`src/rtl/bk_pipe_adder.sv`:
```
// Three-stage pipelined Brent-Kung prefix adder/subtractor with valid/ready flow control.
// S1 forms bitwise generate/propagate, S2 runs the up-sweep, S3 the down-sweep, sum and flags.
module bk_pipe_adder #(
  parameter int N = 64
) (
  input  logic         clk,
  input  logic         rst_n,
  input  logic         in_valid,
  output logic         in_ready,
  input  logic [N-1:0] a,
  input  logic [N-1:0] b,
  input  logic         cin,
  input  logic         op,
  output logic         out_valid,
  input  logic         out_ready,
  output logic [N-1:0] sum,
  output logic         cout,
  output logic         ovf,
  output logic         zero
);

  localparam int LG = $clog2(N);

  logic         e1_s, e2_s, e3_s;
  logic         v1_r, v2_r, v3_r;
  logic [N-1:0] be_s;
  logic [N-1:0] g1_r, p1_r;
  logic         cin1_r;
  logic [N-1:0] gu_s, pu_s;
  logic [N-1:0] gu_r, pu_r, p2_r;
  logic         cin2_r;
  logic [N-1:0] gp_s, pp_s;
  logic [N:0]   c_s;
  logic [N-1:0] sum_s;
  logic [N-1:0] sum_r;
  logic         cout_r, ovf_r, zero_r;

  // Stage enables ripple back from the consumer so an empty stage always loads.
  always_comb begin
    e3_s = ~v3_r | out_ready;
    e2_s = ~v2_r | e3_s;
    e1_s = ~v1_r | e2_s;
  end

  assign in_ready = e1_s;
  assign be_s     = b ^ {N{op}};

  // S1: bitwise generate/propagate of a and the (optionally inverted) b.
  always_ff @(posedge clk or negedge rst_n) begin
    if (!rst_n) begin
      v1_r   <= 1'b0;
      g1_r   <= {N{1'b0}};
      p1_r   <= {N{1'b0}};
      cin1_r <= 1'b0;
    end else if (e1_s) begin
      v1_r   <= in_valid;
      g1_r   <= a & be_s;
      p1_r   <= a ^ be_s;
      cin1_r <= cin;
    end
  end

  // Up-sweep: at level l, node i (i+1 a multiple of 2^l) absorbs the group ending 2^(l-1) below.
  always_comb begin
    gu_s = g1_r;
    pu_s = p1_r;
    for (int l = 32'sd1; l <= LG; l++) begin
      for (int i = (32'sd1 <<< l) - 32'sd1; i < N; i += (32'sd1 <<< l)) begin
        gu_s[i] = gu_s[i] | (pu_s[i] & gu_s[i - (32'sd1 <<< (l - 32'sd1))]);
        pu_s[i] = pu_s[i] & pu_s[i - (32'sd1 <<< (l - 32'sd1))];
      end
    end
  end

  // S2: up-sweep tree nodes plus the bit propagates needed for the final sum.
  always_ff @(posedge clk or negedge rst_n) begin
    if (!rst_n) begin
      v2_r   <= 1'b0;
      gu_r   <= {N{1'b0}};
      pu_r   <= {N{1'b0}};
      p2_r   <= {N{1'b0}};
      cin2_r <= 1'b0;
    end else if (e2_s) begin
      v2_r   <= v1_r;
      gu_r   <= gu_s;
      pu_r   <= pu_s;
      p2_r   <= p1_r;
      cin2_r <= cin1_r;
    end
  end

  // Down-sweep grey cells fill in the remaining prefixes, then carries fold in cin.
  always_comb begin
    gp_s = gu_r;
    pp_s = pu_r;
    for (int l = LG - 32'sd1; l >= 32'sd1; l--) begin
      for (int i = 32'sd3 * (32'sd1 <<< (l - 32'sd1)) - 32'sd1; i < N; i += (32'sd1 <<< l)) begin
        gp_s[i] = gp_s[i] | (pp_s[i] & gp_s[i - (32'sd1 <<< (l - 32'sd1))]);
        pp_s[i] = pp_s[i] & pp_s[i - (32'sd1 <<< (l - 32'sd1))];
      end
    end
    c_s    = {(N + 1){1'b0}};
    c_s[0] = cin2_r;
    for (int i = 32'sd0; i < N; i++) begin
      c_s[i + 1] = gp_s[i] | (pp_s[i] & cin2_r);
    end
    sum_s = p2_r ^ c_s[N-1:0];
  end

  // S3: result and flags; these registers drive the outputs directly.
  always_ff @(posedge clk or negedge rst_n) begin
    if (!rst_n) begin
      v3_r   <= 1'b0;
      sum_r  <= {N{1'b0}};
      cout_r <= 1'b0;
      ovf_r  <= 1'b0;
      zero_r <= 1'b0;
    end else if (e3_s) begin
      v3_r   <= v2_r;
      sum_r  <= sum_s;
      cout_r <= c_s[N];
      ovf_r  <= c_s[N] ^ c_s[N-1];
      zero_r <= ~|sum_s;
    end
  end

  assign out_valid = v3_r;
  assign sum       = sum_r;
  assign cout      = cout_r;
  assign ovf       = ovf_r;
  assign zero      = zero_r;

endmodule

```
`config.mk`:
```
export PLATFORM = sky130hd
export DESIGN_NAME = bk_pipe_adder
export DESIGN_NICKNAME = d
export VERILOG_FILES = /design/src/rtl/bk_pipe_adder.sv
export SDC_FILE = /design/constraint.sdc
export NUM_CORES = 1
export LEC_CHECK = 0
export CAP_MARGIN = 10
export CORE_ASPECT_RATIO = 1.5
export CORE_MARGIN = 2
export CORE_UTILIZATION = 50
export CTS_BUF_LIST = sky130_fd_sc_hd__clkbuf_4
export DETAILED_ROUTE_END_ITERATION = 7
export PLACE_DENSITY = 0.73
export SLEW_MARGIN = 20
export SYNTH_ARGS = -nofsm -noshare
export SYNTH_HDL_FRONTEND = slang
export SYNTH_SLANG_ARGS = --single-unit
```
`constraint.sdc`:
```
create_clock -name clk -period 7.15 [get_ports clk]
set_input_delay 2.145 -clock clk [delete_from_list [all_inputs] [get_ports clk]]
set_output_delay 2.145 -clock clk [all_outputs]
set_load 0.02 [all_outputs]
```
==> results.toml <==
# physical design summary
[run_status]
status = "complete, no violations"

[worst_setup_path]
critical-path-top-delay-family = "buffers and inverters"
path_cells = "clkdlybuf4s50_1 -> nor2b_4 -> and2_4 -> nand2_4 -> clkdlybuf4s50_1"
cp_slowest_cell = "clkdlybuf4s50_1"
crit_path_frequent_cell = "clkdlybuf4s50_1"
cp_num_cells = 5
path_class = "input port to primary output"
crit_path_end_kind = "primary output"
cp_max_fo = 2
crit_path_start_kind = "input port"
arrival_ps = 3520
critical-path-max-stage-delay_ps = 590
cp.required_ps = 5010
worst-path-buf-inv = 2
r2r_slack_ps = 3950
crit_path_start = "out_ready"
endpoint = "in_ready"
r2r_cells = 7
rr_startpoint = "cin2_r"

[pwr]
p_comb_mw = 1.85
p_sw_mw = 2.20
power_frac_comb_pct = 29.0
power-top-group = "registers"
pwr-share-clk_pct = 25.4
p_int_mw = 4.19
swShare_pct = 34.5
p_leak_nw = 9.41
sequentialPower_mw = 2.92
powerClk_mw = 1.62
p_total_mw = 6.39
pwr-share-seq_pct = 45.7
ir_drop_uv = 185
cellPowerDensity_nw_per_um2 = 318

[die]
core-area_um2 = 32700
die-area_um2 = 34800
nWellTaps = 415
die_h_um = 228
rows = 81
ios = 203
die_w_um = 153
fp_util_pct = 50.9

[final_layout]
nNonClkBuffers = 214
comb_area_um2 = 7380
seq_share_pct = 44.8
n_antenna_cell = 3
sh_comb_area_pct = 36.8
mostFrequentLayoutCell = "nand2_1"
seq_area_um2 = 9010
nonClkBufAreaFrac_pct = 10.7
nNetsFinal = 2002
most-common-layout-cells = "nand2_1, dfrtp_1, clkdlybuf4s50_1, mux2_2, clkbuf_4"
nFlopsAndLatches = 360
comb_cells = 1136
layout-drive-gt1-share_pct = 16.5
inverters = 4
clockNetworkAreaShare_pct = 5.05
n_clock_buffer = 120
syn_to_final_growth_pct = 20.5
fin_area_um2 = 20100
largest_class = "sequential cells"
fillCellCount = 2760

[detailed_routing]
ant_nets = 0
wl_met3_um = 1680
m1WireLength_um = 15100
viasPerCell = 5.40
dr.first_iter.drc_count = 693
dr_wl_met2_um = 20900
vias = 12200
drt_wl_total_um = 38800
top_layer_used = "met4"
first_pass_iters = 5

[yosys]
yosys_warnings = 0
ys_seq_share_pct = 54.0
fp_nets = 1770
yosysTopAreaCellShare_pct = 54.0
synth_cell_types = 54
top_cell = "nand2_1"
synthArstFlopShare_pct = 100
synth_flops = 360
logic_family = "simple AND/OR/NAND/NOR gates"
netlist_instances = 1571
adder_share_pct = 4.88
yosys-top-cells-area = "dfrtp_1, mux2_2, nand2_1, ha_1, xor2_1"
ys_cells = 1571
simple_gate_area_share_pct = 13.8
aoi_share_pct = 9.37
top_cells_by_count = "nand2_1, dfrtp_1, mux2_2"
flop_cell = "dfrtp_1"
xor_area_share_pct = 6.10
synth_area_per_cell_um2 = 10.6
syn-cell-area_um2 = 16700
yosysTopAreaCell = "dfrtp_1"
yosysChipArea_um2 = 16700
synthMuxAreaShare_pct = 9.99

[clock_network]
post_cts_resized = 0
htreeDepth = 3
hold_buffers = 0
path_clk_slew_ps = 60
cts_tree = "yes"
ctsRootBufferMaster = "clkbuf_4"
cts_setup_buffers = 0
clk_latency_ps = 770
clockBufferDepth = 3
cts_made_buffers = 87
clkSinkCount = 360

[global_route]
grt_pass1_vias = 12500
grtUsageTotal_pct = 22.7
grt_pass1_wl_um = 63100
use_met2_pct = 41.7
antenna_found_initial = 1
grt_max_degree = 149

[worst_hold_path]
holdPathStages = 2
hp-class = "register to register"
hp-start = "gu_r[14]"
hold_end = "gu_r[14]"

[flow_run]
warning_count = 34
cap_violations = 0

[final_timing]
report.final.slew_viol_count = 0
rsz0062_at_grt = "no"
finalSetupViolations = 0
max_freq_mhz = 177
clock_skew_ps = 50.5
setup_tns_ps = 0
layout_worst_path_cycle_share_pct = 79.2
period_needed_ps = 5660
slew_headroom_pct = 32.5
finalHoldViolations = 0
max_slew.worst_pin.slew_ps = 1010
hold_ws_ps = 467

[placement]
gp_congestion = 0.824
port-buffer-count = 202
dp_hpwl_um = 28100
-- logic make-up after synthesis --
kind of cell / Yosys count
compound gates: 250
fa+ha+maj: 65
buf+inv: 75
xor+xnor: 116
simple gates: 557
flops: 360
mux: 148
-- per-stage QoR --
step / utilization [%] / std cells / setup WS (ps)
after floorplan: - / 1571 / 1610
after global placement: 58.2 / 2128 / 1480
after detailed placement: 58.2 / 2128 / 1480
after CTS: 61.3 / 2263 / 1480
after global routing: 61.4 / 2265 / 1450
final: 61.4 / 2267 / 1490
-- flip-flops by register name (all words and copies together) (netlist names), 32 cells and up --
signal	count
p2_r	32
g1_r	64
gu_r	64
sum	64
p1_r	64
pu_r	64
-- tightest hold or removal path, delay by kind of cell, from the launching register on --
family	cells	cell delay (ps)
flops	1	340
simple gates	2	100
### Register map, names as in the netlist

(2 px per um) Other sequential cells in the stronger gray, the rest of the logic in the fainter gray.
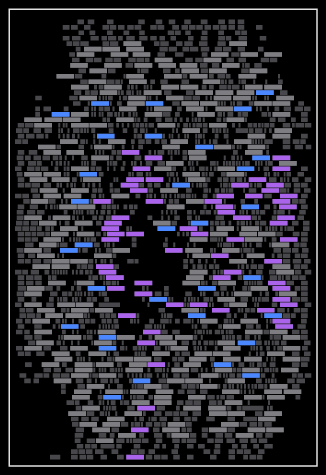
- purple: sum (placed flops 64)
- blue: p2_r (placed flops 32)

### Routing congestion map

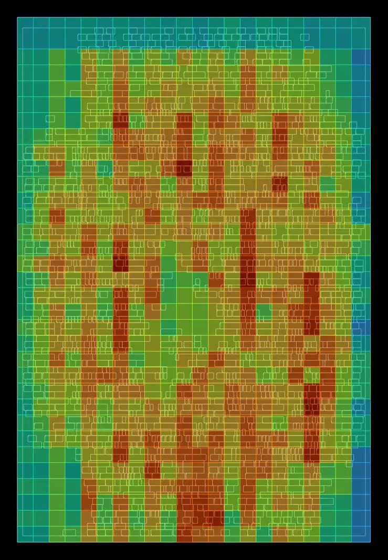
wire per inst: 17.1 um
grt met3 use: 4.15%
met1 Use GR: 26.3%
final core utilization: 61.4%
GR peak layer: met2

### Metal 4

(2 px per um) Supply wires on this layer in gray.
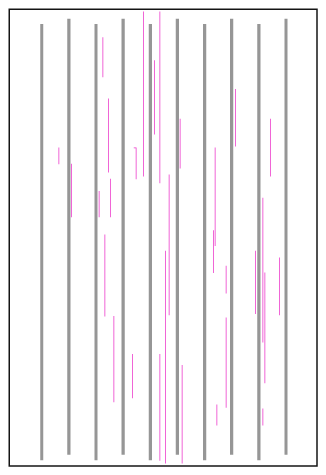
- longest straight run: 106 um
- main direction: vertical
- wire length on this layer: 1140 um
- nets with wire on the layer: 20

### The metal 1 layer

(2 px per um) Supply wires on this layer in gray.
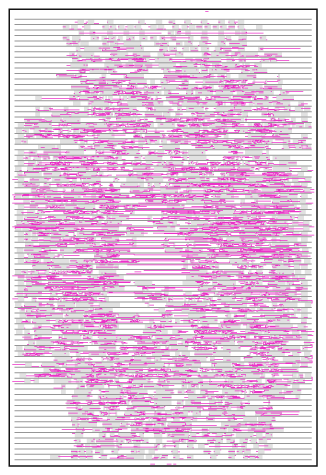
- nets with wire on the layer: 1766
- wire length on this layer: 15100 um
- main direction: horizontal

### Metal layers overlaid

(2 px per um) Two of the layers only.
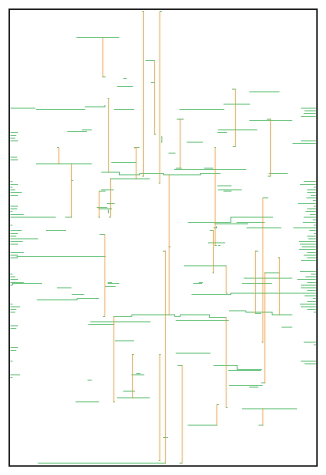
- orange: M4 (wire length 1140 um)
- green: M3 (wire length 1680 um)

No activity file was given, so power comes from the tool's default toggle rates.
